### Wires at chosen ports, followed through buffers

The bar under the picture is 50 um long.
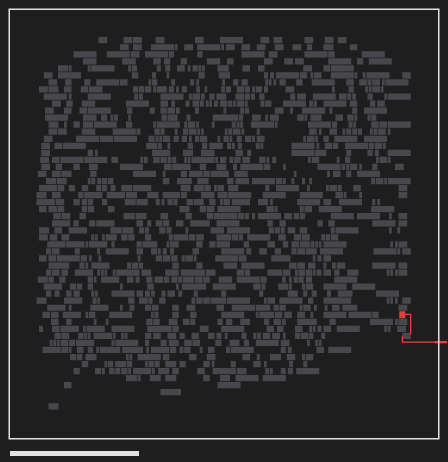
### Met1 routing

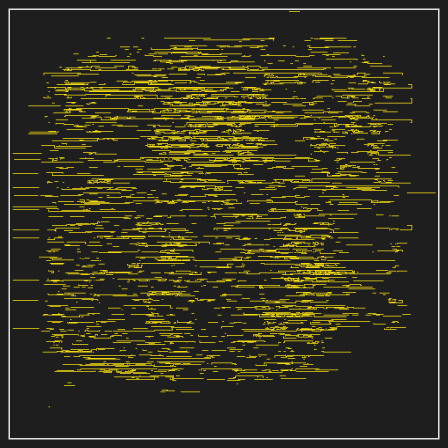
File: config.mk
export PLATFORM = sky130hd
export DESIGN_NAME = linebuf_seq
export DESIGN_NICKNAME = d
export VERILOG_FILES = /design/src/rtl/linebuf_seq.sv
export SDC_FILE = /design/constraint.sdc
export NUM_CORES = 1
export LEC_CHECK = 0
export CAP_MARGIN = 0
export CORE_MARGIN = 10
export CORE_UTILIZATION = 35
export DETAILED_ROUTE_END_ITERATION = 8
export HOLD_SLACK_MARGIN = 0.02
export PLACE_DENSITY = 0.5
export SYNTH_ARGS = -nofsm -noshare
export SYNTH_HDL_FRONTEND = slang
export SYNTH_SLANG_ARGS = --single-unit
File: constraint.sdc
create_clock -name clk_i -period 4.7 [get_ports clk_i]
set_input_delay 0.94 -clock clk_i [delete_from_list [all_inputs] [get_ports clk_i]]
set_output_delay 0.94 -clock clk_i [all_outputs]
set_load 0.03 [all_outputs]
File: src/rtl/linebuf_seq.sv
// -----------------------------------------------------------------------------
// linebuf_seq
//   Bus master that sequences one line-buffer capture from the read-clock
//   domain. It programs the line window, kicks the capture, polls for the kick
//   acknowledge, then drains the capture FIFO one byte at a time (status read,
//   data read, ...) and streams the bytes out over a valid/ready port.
//
// Ports
//   clk_i, reset_i        clock, asynchronous active-high reset
//   start_i               1-cycle start pulse (only looked at while idle)
//   abort_i               level; stop after the in-flight bus transaction
//   cfg_line_addr_i [8:0] first captured line
//   cfg_line_size_i [4:0] number of lines (1..31)
//   cfg_line_width_i[10:0] bytes per line
//   busy_o                high in every state except IDLE
//   done_o                1-cycle pulse once every byte has been streamed
//   error_o, err_code_o   sticky error flag/code (1 cfg, 2 kick timeout,
//                         3 FIFO overflow/underflow), cleared by next start
//   MCmd_o/MAddr_o/MData_o  register bus command (001 write, 010 read)
//   SCmdAccept_i, SData_i, SResp_i  register bus slave side
//   out_data_o/out_valid_o/out_ready_i/out_last_o  byte stream
// -----------------------------------------------------------------------------
module linebuf_seq #(
  parameter int FIFO_DEPTH = 32768,
  parameter int TIMEOUT    = 2**20
) (
  input  logic        clk_i,
  input  logic        reset_i,
  input  logic        start_i,
  input  logic        abort_i,
  input  logic [8:0]  cfg_line_addr_i,
  input  logic [4:0]  cfg_line_size_i,
  input  logic [10:0] cfg_line_width_i,
  output logic        busy_o,
  output logic        done_o,
  output logic        error_o,
  output logic [1:0]  err_code_o,
  output logic [2:0]  MCmd_o,
  output logic [7:0]  MAddr_o,
  output logic [7:0]  MData_o,
  input  logic        SCmdAccept_i,
  input  logic [7:0]  SData_i,
  input  logic [1:0]  SResp_i,
  output logic [7:0]  out_data_o,
  output logic        out_valid_o,
  input  logic        out_ready_i,
  output logic        out_last_o
);

  typedef enum logic [3:0] {
    S_IDLE, S_WR_AL, S_WR_AH, S_WR_SZ, S_WR_GO,
    S_POLL, S_STAT, S_DATA, S_LAST, S_FIN, S_STOP
  } state_t;

  localparam logic [2:0]  CMD_IDLE = 3'b000;
  localparam logic [2:0]  CMD_WR   = 3'b001;
  localparam logic [2:0]  CMD_RD   = 3'b010;
  localparam logic [7:0]  REG_DATA = 8'h00;
  localparam logic [7:0]  REG_KICK = 8'h10;
  localparam logic [7:0]  REG_ALO  = 8'h20;
  localparam logic [7:0]  REG_AHI  = 8'h21;
  localparam logic [7:0]  REG_SIZE = 8'h30;
  localparam logic [7:0]  REG_STAT = 8'h70;
  localparam logic [16:0] DEPTH_L  = 17'(FIFO_DEPTH);
  localparam int          TW       = $clog2(TIMEOUT + 1);
  localparam logic [TW-1:0] TMO_MAX = TW'(TIMEOUT);

  state_t        state_q;
  logic [2:0]    mcmd_q;
  logic [7:0]    maddr_q, mdata_q;
  logic          wait_resp_q;
  logic          addr_hi_q;
  logic [4:0]    size_q;
  logic [15:0]   total_q, count_q;
  logic [TW-1:0] tmo_q;
  logic [7:0]    out_data_q;
  logic          out_valid_q, out_last_q;
  logic          error_q;
  logic [1:0]    err_code_q;

  logic [15:0] total_d, count_d;
  logic        cfg_bad, acc, wr_done, rsp, bus_idle, out_hs, out_free, abortable;

  assign total_d  = 16'(cfg_line_size_i) * 16'(cfg_line_width_i);
  assign cfg_bad  = (cfg_line_size_i == '0) || (cfg_line_width_i == '0) ||
                    ({1'b0, total_d} > DEPTH_L);
  assign count_d  = count_q + 16'd1;
  assign acc      = (mcmd_q != CMD_IDLE) && SCmdAccept_i;
  assign wr_done  = acc && (mcmd_q == CMD_WR);
  assign rsp      = wait_resp_q && (SResp_i == 2'b01);
  assign bus_idle = (mcmd_q == CMD_IDLE) && !wait_resp_q;
  assign out_hs   = out_valid_q && out_ready_i;
  // The output register is free if empty or being drained this very cycle.
  assign out_free = !out_valid_q || out_ready_i;
  assign abortable = (state_q != S_IDLE) && (state_q != S_FIN) && (state_q != S_STOP);

  always_ff @(posedge clk_i or posedge reset_i) begin
    if (reset_i) begin
      state_q     <= S_IDLE;
      mcmd_q      <= CMD_IDLE;
      maddr_q     <= '0;
      mdata_q     <= '0;
      wait_resp_q <= 1'b0;
      addr_hi_q   <= 1'b0;
      size_q      <= '0;
      total_q     <= '0;
      count_q     <= '0;
      tmo_q       <= '0;
      out_data_q  <= '0;
      out_valid_q <= 1'b0;
      out_last_q  <= 1'b0;
      error_q     <= 1'b0;
      err_code_q  <= '0;
    end else begin
      // Bus bookkeeping; state actions below may issue the next command.
      if (acc) begin
        mcmd_q      <= CMD_IDLE;
        wait_resp_q <= (mcmd_q == CMD_RD);
      end
      if (rsp) wait_resp_q <= 1'b0;
      if (out_hs) begin
        out_valid_q <= 1'b0;
        out_last_q  <= 1'b0;
      end
      if (state_q == S_POLL && tmo_q != TMO_MAX) tmo_q <= tmo_q + TW'(1);

      // Abort only once the bus has nothing in flight; late read data is dropped.
      if (abort_i && abortable && (bus_idle || wr_done || rsp)) begin
        out_valid_q <= 1'b0;
        out_last_q  <= 1'b0;
        mcmd_q      <= CMD_WR;
        maddr_q     <= REG_KICK;
        mdata_q     <= 8'h00;
        state_q     <= S_STOP;
      end else begin
        case (state_q)
          S_IDLE: if (start_i) begin
            if (cfg_bad) begin
              error_q    <= 1'b1;
              err_code_q <= 2'd1;
            end else begin
              error_q    <= 1'b0;
              err_code_q <= 2'd0;
              addr_hi_q  <= cfg_line_addr_i[8];
              size_q     <= cfg_line_size_i;
              total_q    <= total_d;
              count_q    <= '0;
              mcmd_q     <= CMD_WR;
              maddr_q    <= REG_ALO;
              mdata_q    <= cfg_line_addr_i[7:0];
              state_q    <= S_WR_AL;
            end
          end
          S_WR_AL: if (wr_done) begin
            mcmd_q  <= CMD_WR;
            maddr_q <= REG_AHI;
            mdata_q <= {7'd0, addr_hi_q};
            state_q <= S_WR_AH;
          end
          S_WR_AH: if (wr_done) begin
            mcmd_q  <= CMD_WR;
            maddr_q <= REG_SIZE;
            mdata_q <= {3'd0, size_q};
            state_q <= S_WR_SZ;
          end
          S_WR_SZ: if (wr_done) begin
            mcmd_q  <= CMD_WR;
            maddr_q <= REG_KICK;
            mdata_q <= 8'h01;
            state_q <= S_WR_GO;
          end
          S_WR_GO: if (wr_done) begin
            tmo_q   <= '0;
            mcmd_q  <= CMD_RD;
            maddr_q <= REG_KICK;
            state_q <= S_POLL;
          end
          S_POLL: if (rsp) begin
            if (!SData_i[0]) begin
              mcmd_q  <= CMD_RD;
              maddr_q <= REG_STAT;
              state_q <= S_STAT;
            end else if (tmo_q >= TMO_MAX) begin
              // Kick never acknowledged: withdraw it and report.
              error_q    <= 1'b1;
              err_code_q <= 2'd2;
              mcmd_q     <= CMD_WR;
              maddr_q    <= REG_KICK;
              mdata_q    <= 8'h00;
              state_q    <= S_STOP;
            end else begin
              mcmd_q  <= CMD_RD;
              maddr_q <= REG_KICK;
            end
          end
          S_STAT: if (rsp) begin
            if (SData_i[5] || SData_i[1]) begin
              error_q     <= 1'b1;
              err_code_q  <= 2'd3;
              out_valid_q <= 1'b0;
              out_last_q  <= 1'b0;
              state_q     <= S_IDLE;
            end else if (SData_i[0]) begin
              mcmd_q  <= CMD_RD;
              maddr_q <= REG_STAT;
            end else begin
              state_q <= S_DATA;
            end
          end
          S_DATA: begin
            if (bus_idle && out_free) begin
              mcmd_q  <= CMD_RD;
              maddr_q <= REG_DATA;
            end
            if (rsp) begin
              out_data_q  <= SData_i;
              out_valid_q <= 1'b1;
              out_last_q  <= (count_d == total_q);
              count_q     <= count_d;
              if (count_d == total_q) begin
                state_q <= S_LAST;
              end else begin
                mcmd_q  <= CMD_RD;
                maddr_q <= REG_STAT;
                state_q <= S_STAT;
              end
            end
          end
          S_LAST: if (out_hs) state_q <= S_FIN;
          S_FIN:  state_q <= S_IDLE;
          S_STOP: if (wr_done) state_q <= S_IDLE;
          default: state_q <= S_IDLE;
        endcase
      end
    end
  end

  assign busy_o      = (state_q != S_IDLE);
  assign done_o      = (state_q == S_FIN);
  assign error_o     = error_q;
  assign err_code_o  = err_code_q;
  assign MCmd_o      = mcmd_q;
  assign MAddr_o     = maddr_q;
  assign MData_o     = mdata_q;
  assign out_data_o  = out_data_q;
  assign out_valid_o = out_valid_q;
  assign out_last_o  = out_last_q;

endmodule

==> flow_metrics.tcl <==
# metrics dict for downstream scripts
set metrics [dict create \
    status "finished, violations left" \
    violations "negative setup slack" \
    ys_cells 846 \
    async_flop_share_pct 100 \
    drv_slew 0 \
    seq_area_share_pct 23.6 \
    drc 0 \
    cpPeakStageDelay_ps 560 \
    overflow 0 \
    critPathBufInv 6 \
    power_density_nw_per_um2 511 \
    n_tap_cell 275 \
    inverters 50 \
    cp-endpoint "MData_o[0]$_DFFE_PP0P_" \
    die_h_um 165 \
    nonClkBufAreaFrac_pct 16.8 \
    reg2reg_to "MCmd_o[1]$_DFF_PP0_" \
    hold_path.class "reg2reg" \
    r2r-start "count_q[7]$_DFFE_PP0P_" \
    crit_chain "buf_12 -> buf_6 -> buf_6 -> and2_4 -> fa_1 -> fa_1 -> inv_2 -> fa_1 -> inv_2 -> ha_4 -> and3_4 -> nand2_2 -> a21o_1 -> a22o_1 -> a221o_1 -> or4_4 -> buf_6 -> a21boi_4 -> o22ai_4 -> mux2_4" \
    setup_tns_ps -26150 \
    top_cell "dfrtp_1" \
    cts_root_buffer "clkbuf_16" \
    cpMaxStageDelayCell "fa_1" \
    viasPerCell 5.14 \
    comb_area_um2 5200 \
    ys.flops 96 \
    worst_slack_ps -585 \
    hold_end "out_data_o[3]$_DFFE_PP0P_" \
    grt_pass1_vias 6679 \
    clkbuf_count 9 \
    num-fill-cells 2045 \
    clock_skew_ps 15.9 \
    routabilityCongestion 0.895 \
    die_x_um 165 \
    comb_share_pct 51.1 \
    critPathKind "in2reg" \
    cp.arrival_ps 5530 \
    setup_viol 63 \
    dp_hpwl_um 15600 \
    dpl_cell_area_um2 9190 \
    drt_iter0_drc 293 \
    busiest_layer "met2" \
    ir_drop_mv 0.240 \
    area_growth_pct 37.6 \
    avgSynthCellArea_um2 8.74 \
    rr_worst_depth 9 \
    dominant_cells "multi-input combinational cells" \
    clock-sinks 96 \
    synth_area_um2 7390 \
    grt_max_degree 52 \
    grt_pass1_wl_um 34400 \
    max_freq_mhz 189 \
    drive_gt1_share_pct 25.9 \
    cap_violations 0 \
    cp-startpoint "cfg_line_size_i[2]" \
    postSynthSeqShare_pct 32.5 \
    cts_hold_buf 0 \
    fin_crit_sh_pct 112 \
    edf_count 0 \
]
## Picture notes: 'Wires at chosen ports, followed through buffers'
colour	port	bits	direction	edge	end cells	buffers	wire
red	`reset_i`	1	input	east	1	1	26.5 um
port buffer count: 74
I/O pins: 75

## Picture notes: 'Met1 routing'
nets with wire on the layer	1,013
wire length on this layer	9,980 um
longest straight run	38.6 um
main direction	horizontal

-- kinds of logic (layout without fill, tap and decap cells) --
kind of cell / after synthesis / count (layout) / synth area share [%]
XOR/XNOR: 45 / 45 / 5.33
flip-flops: 96 / 96 / 32.5
multiplexers: 21 / 21 / 3.18
adder cells (fa/ha/maj): 54 / 54 / 11.9
AND-OR/OR-AND: 194 / 194 / 17.8
AND/OR/NAND/NOR: 349 / 349 / 24.7
buffers and inverters: 87 / 253 / 4.64
-- timing repair --
item,CTS,global route
pin swaps,53,35
gates cloned,2,1
gates resized,125,66
setup buffers,17,7
setup endpoints to repair,63,63
endpoints found under the hold margin,0,0
-- sequential cells by signal (all words and copies together) (netlist names), 2 cells and up --
register	cells
tmo_q	21
MData_o	8
err_code_o	2
out_data_o	8
MCmd_o	3
count_q	16
total_q	16
state_q	4
MAddr_o	8
size_q	5
-- report_power, final --
part / internal (uW) / switching (uW)
Clock: 430 / 372
Combinational: 1500 / 1490
Sequential: 1100 / 301
-- worst reg2reg max path, cell delays in order, from the launching register on --
cell and delay (ps):
dfrtp_1 590, nand4_1 300, nor4_2 560, o21ai_0 170, a211o_1 320, nor4_4 510, nor2_1 200, nand4b_1 300
a2111oi_4 360, nor2_1 80
-- routing by layer --
metal	routed length, um	part of all wire, %	vias up
met5	0	0	-
met4	199	0.95	0
met3	961	4.6	15
met2	9900	47	140
met1	9980	47	3150
li1	-	-	3306
-- per-stage QoR --
| stage | setup slack, ps | hold WS, ps | power (uW) | instances |
|---|---|---|---|---|
| floorplan | -736 | 467 | 3110 | 846 |
| global placement | -1420 | 457 | 4010 | 1247 |
| detailed placement | -1510 | 463 | 4000 | 1247 |
| CTS | -623 | 483 | 5050 | 1282 |
| global route | -718 | 498 | 5580 | 1287 |
| finish | -585 | 477 | 5190 | 1287 |
Power and IR drop assume default switching activity.
